`src/rtl/ram_pixel_serializer.sv`:
```
// ram_pixel_serializer: reads NUM_ROWS row words from a result RAM with
// one cycle of read latency. Each row is then streamed out one binary pixel
// per accepted transfer, LSB (column 0) first. Downstream can stall the stream
// with pixel_ready. Frame, row and end-of-frame markers travel with each pixel.
module ram_pixel_serializer #(
  parameter int NUM_ROWS  = 48,
  parameter int ROW_WIDTH = 64
) (
  input  logic                 clk,
  input  logic                 rst,
  input  logic                 start,
  input  logic [ROW_WIDTH-1:0] ramdata,
  output logic [6:0]           ramaddress,
  output logic                 read_request,
  output logic                 pixel,
  output logic                 pixel_valid,
  input  logic                 pixel_ready,
  output logic                 sof,
  output logic                 eol,
  output logic                 eof,
  output logic                 busy,
  output logic                 done
);

  localparam int                 COL_W    = (ROW_WIDTH > 1) ? $clog2(ROW_WIDTH) : 1;
  localparam logic [COL_W-1:0]   COL_LAST = COL_W'(ROW_WIDTH - 1);
  localparam logic [6:0]         ROW_LAST = 7'(NUM_ROWS - 1);

  typedef enum logic [2:0] {
    ST_IDLE,
    ST_REQ,
    ST_LOAD,
    ST_SHIFT,
    ST_DONE
  } state_t;

  state_t               state_q, state_d;
  logic [6:0]           row_q, row_d;
  logic [COL_W-1:0]     col_q, col_d;
  logic [ROW_WIDTH-1:0] shreg_q, shreg_d;
  logic                 transfer;

  // A pixel moves only while it is on offer and downstream accepts it.
  assign transfer = (state_q == ST_SHIFT) && pixel_ready;

  // The row counter register drives the RAM address directly, so the address
  // is glitch-free and always reflects the current row.
  assign ramaddress = row_q;

  // State, counters and the row shift register; reset wins over everything.
  always_ff @(posedge clk) begin
    // NOTE: sequential state uses non-blocking assignments so every register
    // samples the pre-edge values and simulation matches the synthesized flops.
    if (rst) begin
      state_q <= ST_IDLE;
      row_q   <= '0;
      col_q   <= '0;
      // NOTE: the row buffer is cleared on reset as well.
      // Nothing reads it outside SHIFT, but this keeps an aborted frame from
      // leaving stale pixel data behind.
      shreg_q <= '0;
    end else begin
      state_q <= state_d;
      row_q   <= row_d;
      col_q   <= col_d;
      shreg_q <= shreg_d;
    end
  end

  // Next-state logic: request a row, capture it, shift it out, repeat per row.
  always_comb begin
    // NOTE: every signal gets a default before the case so no path can leave
    // one unassigned, which would otherwise infer a latch.
    state_d = state_q;
    row_d   = row_q;
    col_d   = col_q;
    shreg_d = shreg_q;
    case (state_q)
      ST_IDLE: begin
        if (start) begin
          state_d = ST_REQ;
          row_d   = '0;
        end
      end
      ST_REQ: begin
        state_d = ST_LOAD;
      end
      ST_LOAD: begin
        // RAM data for the address issued in REQ is valid this cycle.
        shreg_d = ramdata;
        col_d   = '0;
        state_d = ST_SHIFT;
      end
      ST_SHIFT: begin
        if (transfer) begin
          if (col_q == COL_LAST) begin
            if (row_q == ROW_LAST) begin
              state_d = ST_DONE;
            end else begin
              row_d   = row_q + 7'd1;
              state_d = ST_REQ;
            end
          end else begin
            col_d = col_q + 1'b1;
          end
        end
      end
      ST_DONE: begin
        // start is deliberately ignored here; a new frame needs IDLE first.
        state_d = ST_IDLE;
      end
      default: begin
        state_d = ST_IDLE;
      end
    endcase
  end

  // Output decode from registered state; every strobe is 0 unless its state owns it.
  always_comb begin
    read_request = 1'b0;
    pixel        = 1'b0;
    pixel_valid  = 1'b0;
    sof          = 1'b0;
    eol          = 1'b0;
    eof          = 1'b0;
    busy         = (state_q != ST_IDLE);
    done         = (state_q == ST_DONE);
    case (state_q)
      ST_REQ: begin
        read_request = 1'b1;
      end
      ST_SHIFT: begin
        // col and shreg only move on a transfer, so a stall holds all of these.
        pixel_valid = 1'b1;
        pixel       = shreg_q[col_q];
        sof         = (row_q == 7'd0) && (col_q == '0);
        eol         = (col_q == COL_LAST);
        eof         = (col_q == COL_LAST) && (row_q == ROW_LAST);
      end
      default: begin
      end
    endcase
  end

endmodule

```
`config.mk`:
```
export PLATFORM = sky130hd
export DESIGN_NAME = ram_pixel_serializer
export DESIGN_NICKNAME = d
export VERILOG_FILES = /design/src/rtl/ram_pixel_serializer.sv
export SDC_FILE = /design/constraint.sdc
export NUM_CORES = 1
export LEC_CHECK = 0
export CAP_MARGIN = 40
export CORE_ASPECT_RATIO = 0.75
export CORE_MARGIN = 4
export CORE_UTILIZATION = 40
export CTS_BUF_LIST = sky130_fd_sc_hd__clkbuf_8
export DETAILED_ROUTE_END_ITERATION = 12
export PLACE_DENSITY = 0.75
export SLEW_MARGIN = 5
export SYNTH_ARGS = -nofsm -noshare
export SYNTH_HDL_FRONTEND = slang
export SYNTH_SLANG_ARGS = --single-unit
```
`constraint.sdc`:
```
create_clock -name clk -period 2.65 [get_ports clk]
set_input_delay 0.265 -clock clk [delete_from_list [all_inputs] [get_ports clk]]
set_output_delay 0.265 -clock clk [all_outputs]
set_load 0.03 [all_outputs]
```
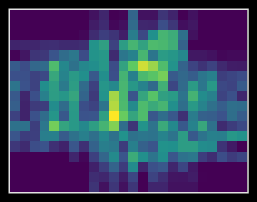
Figure 1: routed metal per tile.
Scale: 2 px per µm. 24 x 18 tiles, from dark purple (low) to yellow (high), scaled to the fullest tile. Values are wire area over tile area, all layers added.
densest ninth of the die: centre
emptiest ninth of the die: lower left
tiles over half the peak: 18%
drt wl/cell: 14.69 µm
final wirelength: 9.228 mm
gr usage total: 17.55%

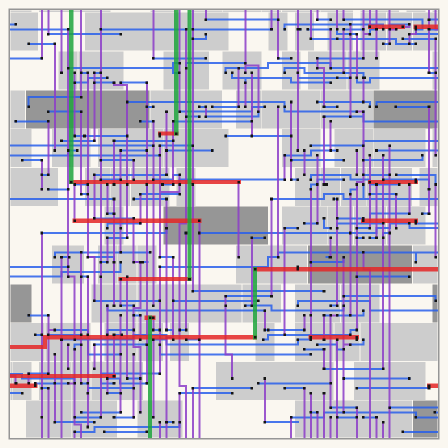
Figure 2: layout detail.
Region (44, 30) to (74, 60) µm. Cells in grey, sequential cells in the stronger grey; small squares are vias.
[blue] M1
[purple] M2
[red] M3
[green] M4
sequential cells in the window: 4
netlist names of flops here include: `col_q` (4)
most frequent: nand2_1 (8), inv_1 (5), buf_4 (5)
cells with their middle in the window: 73

==> qor.yml <==
synthesis:
  yosysWarnings: 0
  enable_flop_cells: 0
  xor_share_pct: 0.7157
  yosysTopAreaCellShare_pct: 43.63
  ys_sh_aoi_pct: 16.43
  netlist_area_mm2: 0.003671
  area_leaders: "dfxtp_1, nand2_1, a21oi_1"
  synthArstFlopShare_pct: 0
  ys_seq_share_pct: 43.63
  synth-simple-area-share_pct: 21.98
  synth_top_cell_by_count: "nand2_1"
  top_area_cell: "dfxtp_1"
  muxShareOfSynthArea_pct: 10.80
  adder_share_pct: 1.363
  fp_nets: 515
  flop_cell: "dfxtp_1"
  ys_cells: 443
cells_and_area:
  final_cell_mix: "nand2_1, dfxtp_1, clkdlybuf4s50_1, a21oi_1"
  num-multi-input-gates: 320
  layout.nonclk_buf_share_pct: 19.41
  logic_area_mm2: 0.001893
  num-nets-final: 588
  seq_cells: 80
  inv_count: 10
  sh_seq_area_pct: 33.55
  biggestCellCategory: "multi-input combinational cells"
  buffers: 95
  n_fill_cell: 813
  antenna_cells: 0
  instances_no_fill: 628
floorplan:
  io_pins: 83
  die_h_um: 90.97
  fp_util_pct: 42.16
  core_area_mm2: 0.008708
  num_rows: 29
  die_w_um: 118.6
global_routing:
  busiest_layer: "met2"
  grt-ovfl-total: 0
  antenna_found_initial: 0
  grt_pass1_vias: 3371
  use_met1_pct: 23.61
  met2_usage_pct: 27.42
  grt_use_met3_pct: 5.404
  grt_max_degree: 38
timing:
  skew_ns: 0.008064
  whs_ns: 0.4554
  hold_violations: 0
  tns_ns: 0
  finalSetupViolCount: 0
  fin_crit_ns: 2.531
  max-slew-margin-rel_pct: 53.59
  grt_setup_unrepaired: "false"
  finalClockPeriodUsage_pct: 95.49
  setup_ws_ns: 0.1194
  tightest_slew_ns: 0.6962
job:
  drv_cap: 0
  tool_warnings: 28
placement:
  pre_cts_slack_ns: 0.2416
  dp_cells: 613
  hpwl_mm: 6.762
  portBuffers: 82
  gp_congestion: 0.8392
detailed_routing:
  drc: 0
  drt_pass1_iterations: 4
  num_vias: 3330
cts:
  post_cts.repair.setup_buffers: 0
  numCtsBuffers: 9
  hold_buffers: 0
  clk_latency_ns: 0.35
  cts_htree_levels: 3
  cts.clk_slew.worst_paths_ns: 0.08
  cts_tree: "done"
  clock-sinks: 80
worst_setup_path:
  path_max_fanout: 9
  crit_end: "pixel"
  endpoint_kind: "output pin"
  startpoint_type: "register"
  worstPathArrival_ns: 2.27
  r2r_setup_slack_ns: 0.40
  reg2reg_depth: 7
  r2r_start: "col_q[1]"
status:
  outcome: "complete, no violations"
worst_hold_path:
  hold_class: "reg -> reg"
  whs_endpoint: "shreg_q[47]"
  hold_depth: 2
power_and_ir_drop:
  peakVddDrop_v: 0.0003102
  p_leak_nw: 1.635
  total_power_mw: 2.496
  power_per_cell_area_mw_per_mm2: 521.3
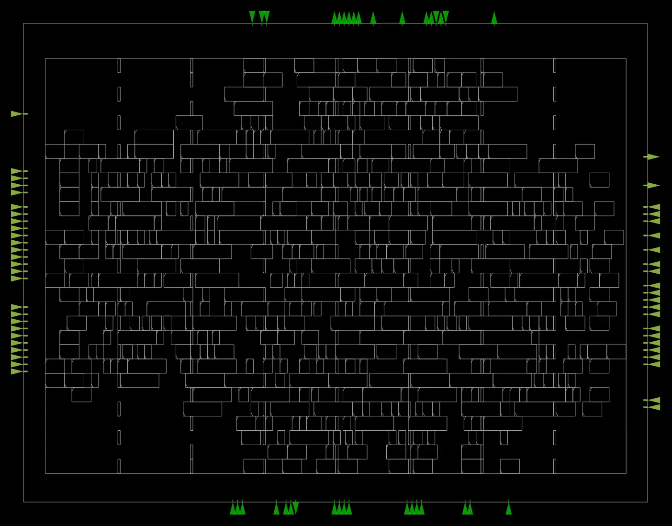
Figure 3: cell outlines without signal wires.
Tapcell Cnt: 108
Post-Route Utilization: 54.99%

==> metrics by stage <==
stage,utilization [%],area [µm²]
2_1_floorplan,-,3671
3_3_place_gp,52.80,4598
3_5_place_dp,52.80,4598
4_1_cts,54.94,4785
5_1_grt,54.99,4788
6_report,54.99,4788
==> critical path, cell delays in order, from the launching register on <==
cell and delay, ns:
dfxtp_1 0.34, buf_4 0.20, mux4_2 0.52, mux2i_1 0.20, mux2i_1 0.12, o211ai_1 0.19, o21ai_0 0.15, buf_4 0.20
==> report_power, final <==
group          switching [mW]  internal (mW)
sequential             0.0367           1.26
combinational           0.169          0.178
clock                   0.429          0.426
total                   0.635           1.86
==> registers in the layout (all words and copies together) (netlist names) <==
register	flops
state_q	3
shreg_q	64
col_q	6
ramaddress	7
